File: config.mk
export PLATFORM = sky130hd
export DESIGN_NAME = rrarb_left_grant_ctrl
export DESIGN_NICKNAME = d
export VERILOG_FILES = /design/src/rtl/rrarb_left_grant_ctrl.sv
export SDC_FILE = /design/constraint.sdc
export NUM_CORES = 1
export LEC_CHECK = 0
export CORE_AREA = 10 10 47 49
export DETAILED_ROUTE_END_ITERATION = 16
export DIE_AREA = 0 0 57 59
export GPL_ROUTABILITY_DRIVEN = 0
export PLACE_DENSITY = 0.66
export SLEW_MARGIN = 20
export SYNTH_ARGS = -nofsm -noshare
export SYNTH_HDL_FRONTEND = slang
export SYNTH_SLANG_ARGS = --single-unit
File: constraint.sdc
create_clock -name clk -period 2.2 [get_ports clk]
set_input_delay 0.44 -clock clk [delete_from_list [all_inputs] [get_ports clk]]
set_output_delay 0.44 -clock clk [all_outputs]
set_load 0.05 [all_outputs]
File: src/rtl/rrarb_left_grant_ctrl.sv
// rrarb_left_grant_ctrl: registered round-robin arbiter with a leftward
// (MSB towards LSB) priority scan that starts just below the last grant.
// A grant is held while its owner keeps requesting; release re-arbitrates
// with no idle cycle in between.
// Optional feature macro: RRARB_MAX_HOLD_EN bounds how long one grant may be held.
module rrarb_left_grant_ctrl #(
    parameter int unsigned WIDTH    = 4,
    parameter int unsigned IDX_W    = 2,
    parameter int unsigned MAX_HOLD = 8
) (
    input  logic             clk,
    input  logic             rst,
    input  logic [WIDTH-1:0] req,
    output logic [WIDTH-1:0] gnt,
    output logic [IDX_W-1:0] gnt_idx,
    output logic             gnt_vld,
    output logic [IDX_W-1:0] last_idx
);

    typedef enum logic {
        IDLE  = 1'b0,
        GRANT = 1'b1
    } state_e;

    // Elaboration-time sanity check of the parameter set.
    if (WIDTH < 2 || IDX_W != $clog2(WIDTH) || MAX_HOLD < 1) begin : g_bad_param
        $error("rrarb_left_grant_ctrl: illegal WIDTH/IDX_W/MAX_HOLD combination");
    end

`ifdef RRARB_MAX_HOLD_EN
    localparam int unsigned HOLD_W = $clog2(MAX_HOLD + 1);
    logic [HOLD_W-1:0] hold_q, hold_d;
`endif

    state_e            state_q, state_d;
    logic [WIDTH-1:0]  gnt_q, gnt_d;
    logic [IDX_W-1:0]  gnt_idx_q, gnt_idx_d;
    logic              gnt_vld_q, gnt_vld_d;
    logic [IDX_W-1:0]  last_idx_q, last_idx_d;

    logic [WIDTH-1:0]  arb_req;
    logic [WIDTH-1:0]  masked;
    logic [IDX_W-1:0]  arb_ptr;
    logic [IDX_W-1:0]  sel;
    logic              sel_vld;
    logic              do_arb;
    logic              keep_owner;

    // Index of the highest set bit; 0 when the vector is empty.
    function automatic logic [IDX_W-1:0] pick_hi(input logic [WIDTH-1:0] v);
        logic [IDX_W-1:0] idx;
        idx = '0;
        for (int i = 0; i < WIDTH; i++) begin
            if (v[i]) idx = IDX_W'(i);
        end
        return idx;
    endfunction

    // Bits strictly below position p.
    function automatic logic [WIDTH-1:0] below_mask(input logic [IDX_W-1:0] p);
        logic [WIDTH-1:0] m;
        m = '0;
        for (int i = 0; i < WIDTH; i++) begin
            m[i] = (i < int'(p));
        end
        return m;
    endfunction

    // Next-state decode: decide whether to arbitrate, run the scan, load grant.
    always_comb begin
        state_d    = state_q;
        gnt_d      = gnt_q;
        gnt_idx_d  = gnt_idx_q;
        gnt_vld_d  = gnt_vld_q;
        last_idx_d = last_idx_q;
        arb_req    = req;
        arb_ptr    = last_idx_q;
        do_arb     = 1'b0;
        keep_owner = 1'b0;
        masked     = '0;
        sel        = '0;
        sel_vld    = 1'b0;
`ifdef RRARB_MAX_HOLD_EN
        hold_d     = hold_q;
`endif

        case (state_q)
            IDLE: begin
                do_arb = |req;
            end
            GRANT: begin
                arb_ptr = gnt_idx_q;
                if (!req[gnt_idx_q]) begin
                    do_arb = 1'b1;
`ifdef RRARB_MAX_HOLD_EN
                end else if (hold_q == HOLD_W'(MAX_HOLD - 1)) begin
                    // Forced release: owner is excluded but may be re-granted if alone.
                    do_arb              = 1'b1;
                    arb_req[gnt_idx_q]  = 1'b0;
                    keep_owner          = 1'b1;
                end else begin
                    hold_d = hold_q + HOLD_W'(1);
`endif
                end
            end
            default: begin
                state_d = IDLE;
            end
        endcase

        masked = arb_req & below_mask(arb_ptr);
        if (|masked) begin
            sel     = pick_hi(masked);
            sel_vld = 1'b1;
        end else if (|arb_req) begin
            sel     = pick_hi(arb_req);
            sel_vld = 1'b1;
        end else if (keep_owner) begin
            sel     = gnt_idx_q;
            sel_vld = 1'b1;
        end

        if (do_arb) begin
            if (sel_vld) begin
                state_d    = GRANT;
                gnt_d      = WIDTH'(1) << sel;
                gnt_idx_d  = sel;
                gnt_vld_d  = 1'b1;
                last_idx_d = sel;
`ifdef RRARB_MAX_HOLD_EN
                hold_d     = '0;
`endif
            end else begin
                state_d    = IDLE;
                gnt_d      = '0;
                gnt_idx_d  = '0;
                gnt_vld_d  = 1'b0;
`ifdef RRARB_MAX_HOLD_EN
                hold_d     = '0;
`endif
            end
        end
    end

    // State and output registers with synchronous reset.
    always_ff @(posedge clk) begin
        if (rst) begin
            state_q    <= IDLE;
            gnt_q      <= '0;
            gnt_idx_q  <= '0;
            gnt_vld_q  <= 1'b0;
            last_idx_q <= '0;
`ifdef RRARB_MAX_HOLD_EN
            hold_q     <= '0;
`endif
        end else begin
            state_q    <= state_d;
            gnt_q      <= gnt_d;
            gnt_idx_q  <= gnt_idx_d;
            gnt_vld_q  <= gnt_vld_d;
            last_idx_q <= last_idx_d;
`ifdef RRARB_MAX_HOLD_EN
            hold_q     <= hold_d;
`endif
        end
    end

    assign gnt      = gnt_q;
    assign gnt_idx  = gnt_idx_q;
    assign gnt_vld  = gnt_vld_q;
    assign last_idx = last_idx_q;

endmodule
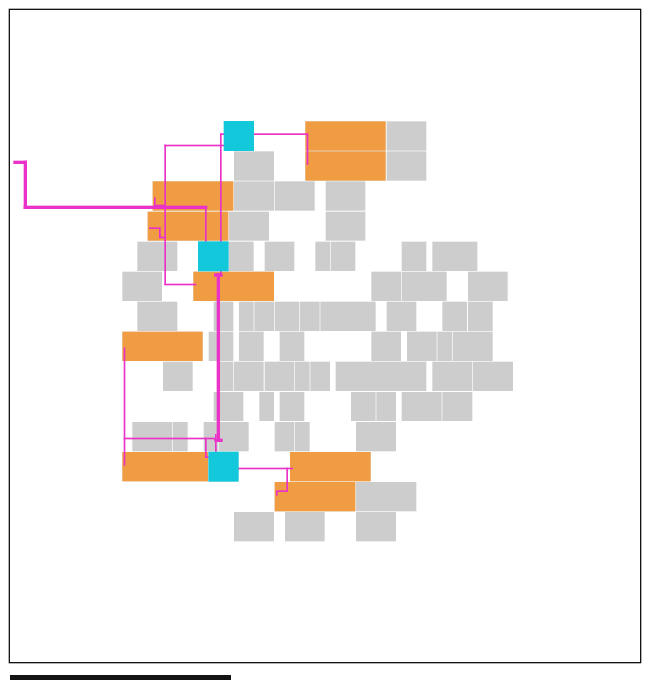
*Clock distribution*
Scale bar: 20 um.
[magenta] clock wires | length: 121 um
[cyan] clock drivers | count: 3
[orange] flip-flops | count: 9
routed clock nets: 4

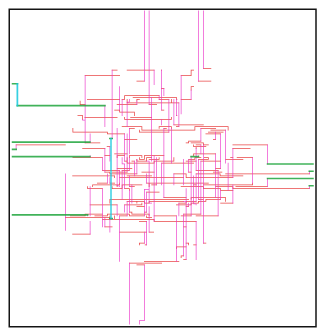
*Wiring by layer*
| color | layer | wire length |
|---|---|---|
| red | metal 1 | 586 um |
| cyan | metal 4 | 19.0 um |
| green | metal 3 | 81.2 um |
| magenta | metal 2 | 538 um |

==> flow_metrics.env <==
# physical design summary
export IMPL_r2r_start="gnt_vld"
export IMPL_yosysSeqAreaShare_pct=35.9
export IMPL_flop_area_sq_um=181
export IMPL_status="completed"
export IMPL_yosys_area_top_type_share_pct=35.9
export IMPL_largest_area_cell="dfxtp_1"
export IMPL_critPathMaxFanout=5
export IMPL_worst_clock_skew_ps=0.812
export IMPL_finalHoldViolCount=0
export IMPL_internal_power_uw=360
export IMPL_crit_type="input pin to flop"
export IMPL_dpl_instance_area_sq_um=697
export IMPL_finalClockPeriodUsage_pct=92.4
export IMPL_cap_violations=0
export IMPL_h_tree_depth=1
export IMPL_tightest_slew_ps=504
export IMPL_clock_latency_ps=250
export IMPL_lay_top_count="clkdlybuf4s50_1"
export IMPL_dieArea_sq_um=3360
export IMPL_port_buffer_count=14
export IMPL_synth_xor_area_share_pct=0
export IMPL_fmax_mhz=492
-- final cells by class --
class,count,area share (%)
inverter,1,0.519
sequential,9,25.1
tap,16,2.77
multi-input combinational,41,42.4
clock buffer,4,3.63
timing repair buffer,20,25.6
-- state kept, by name, indices dropped and copies added (netlist names) --
register / flops
gnt: 4
gnt_idx: 2
gnt_vld: 1
last_idx: 2
-- how the worst min path moves through the flow --
stage / startpoint / end / slack [ps] / cells past startpoint
2_1_floorplan: rst / gnt_vld / 500 / 1
3_3_place_gp: gnt[3] / gnt[3] / 460 / 1
3_5_place_dp: gnt[3] / gnt[3] / 450 / 1
4_1_cts: gnt[3] / gnt[3] / 470 / 1
5_1_grt: gnt[3] / gnt[3] / 500 / 1
6_report: gnt[3] / gnt[3] / 460 / 1
-- logic make-up (layout without fill, tap and decap cells) --
group	after synthesis	after routing
AND/OR/NAND/NOR	23	23
AND-OR/OR-AND	12	12
flip-flops	9	9
multiplexers	6	6
buffers and inverters	2	25
-- metal layers --
layer,GRT usage [%],vias up,part of all wire (%)
met5,0,-,0
met4,5.70,0,1.6
met3,3.22,4,6.6
met2,11.8,13,44
met1,8.32,218,48
li1,-,248,-
-- worst max-delay path: stages --
cell,delay (ps)
clkdlybuf4s50_1,470
mux4_2,500
and2_1,200
or2_1,240
or2_1,230
a31oi_1,130
-- synthesized netlist by cell type (all sizes together) (2+ instances only) --
cell and n:
nand2b 2, a32o 4, a21oi 3, nor3 2, dfxtp 9, and2 2
a31oi 2, mux2i 4, nand2 6, nand3b 2, or2 3
-- metrics by stage --
stage               utilization (%)  TNS (ps)
global placement               49.7     -96.4
floorplan                         -         0
detailed placement             49.7      -113
finish                         51.6         0
CTS                            51.6         0
global route                   51.6         0
-- power by group through the flow --
stage	clock, mW	sequential (mW)	combinational [mW]
2_1_floorplan	0	0.278	0.0938
4_1_cts	0.132	0.207	0.247
5_1_grt	0.138	0.210	0.263
3_3_place_gp	0	0.210	0.245
6_report	0.123	0.206	0.246
3_5_place_dp	0	0.210	0.246
Power figures rest on the tool's default switching activity, not on a simulated workload.
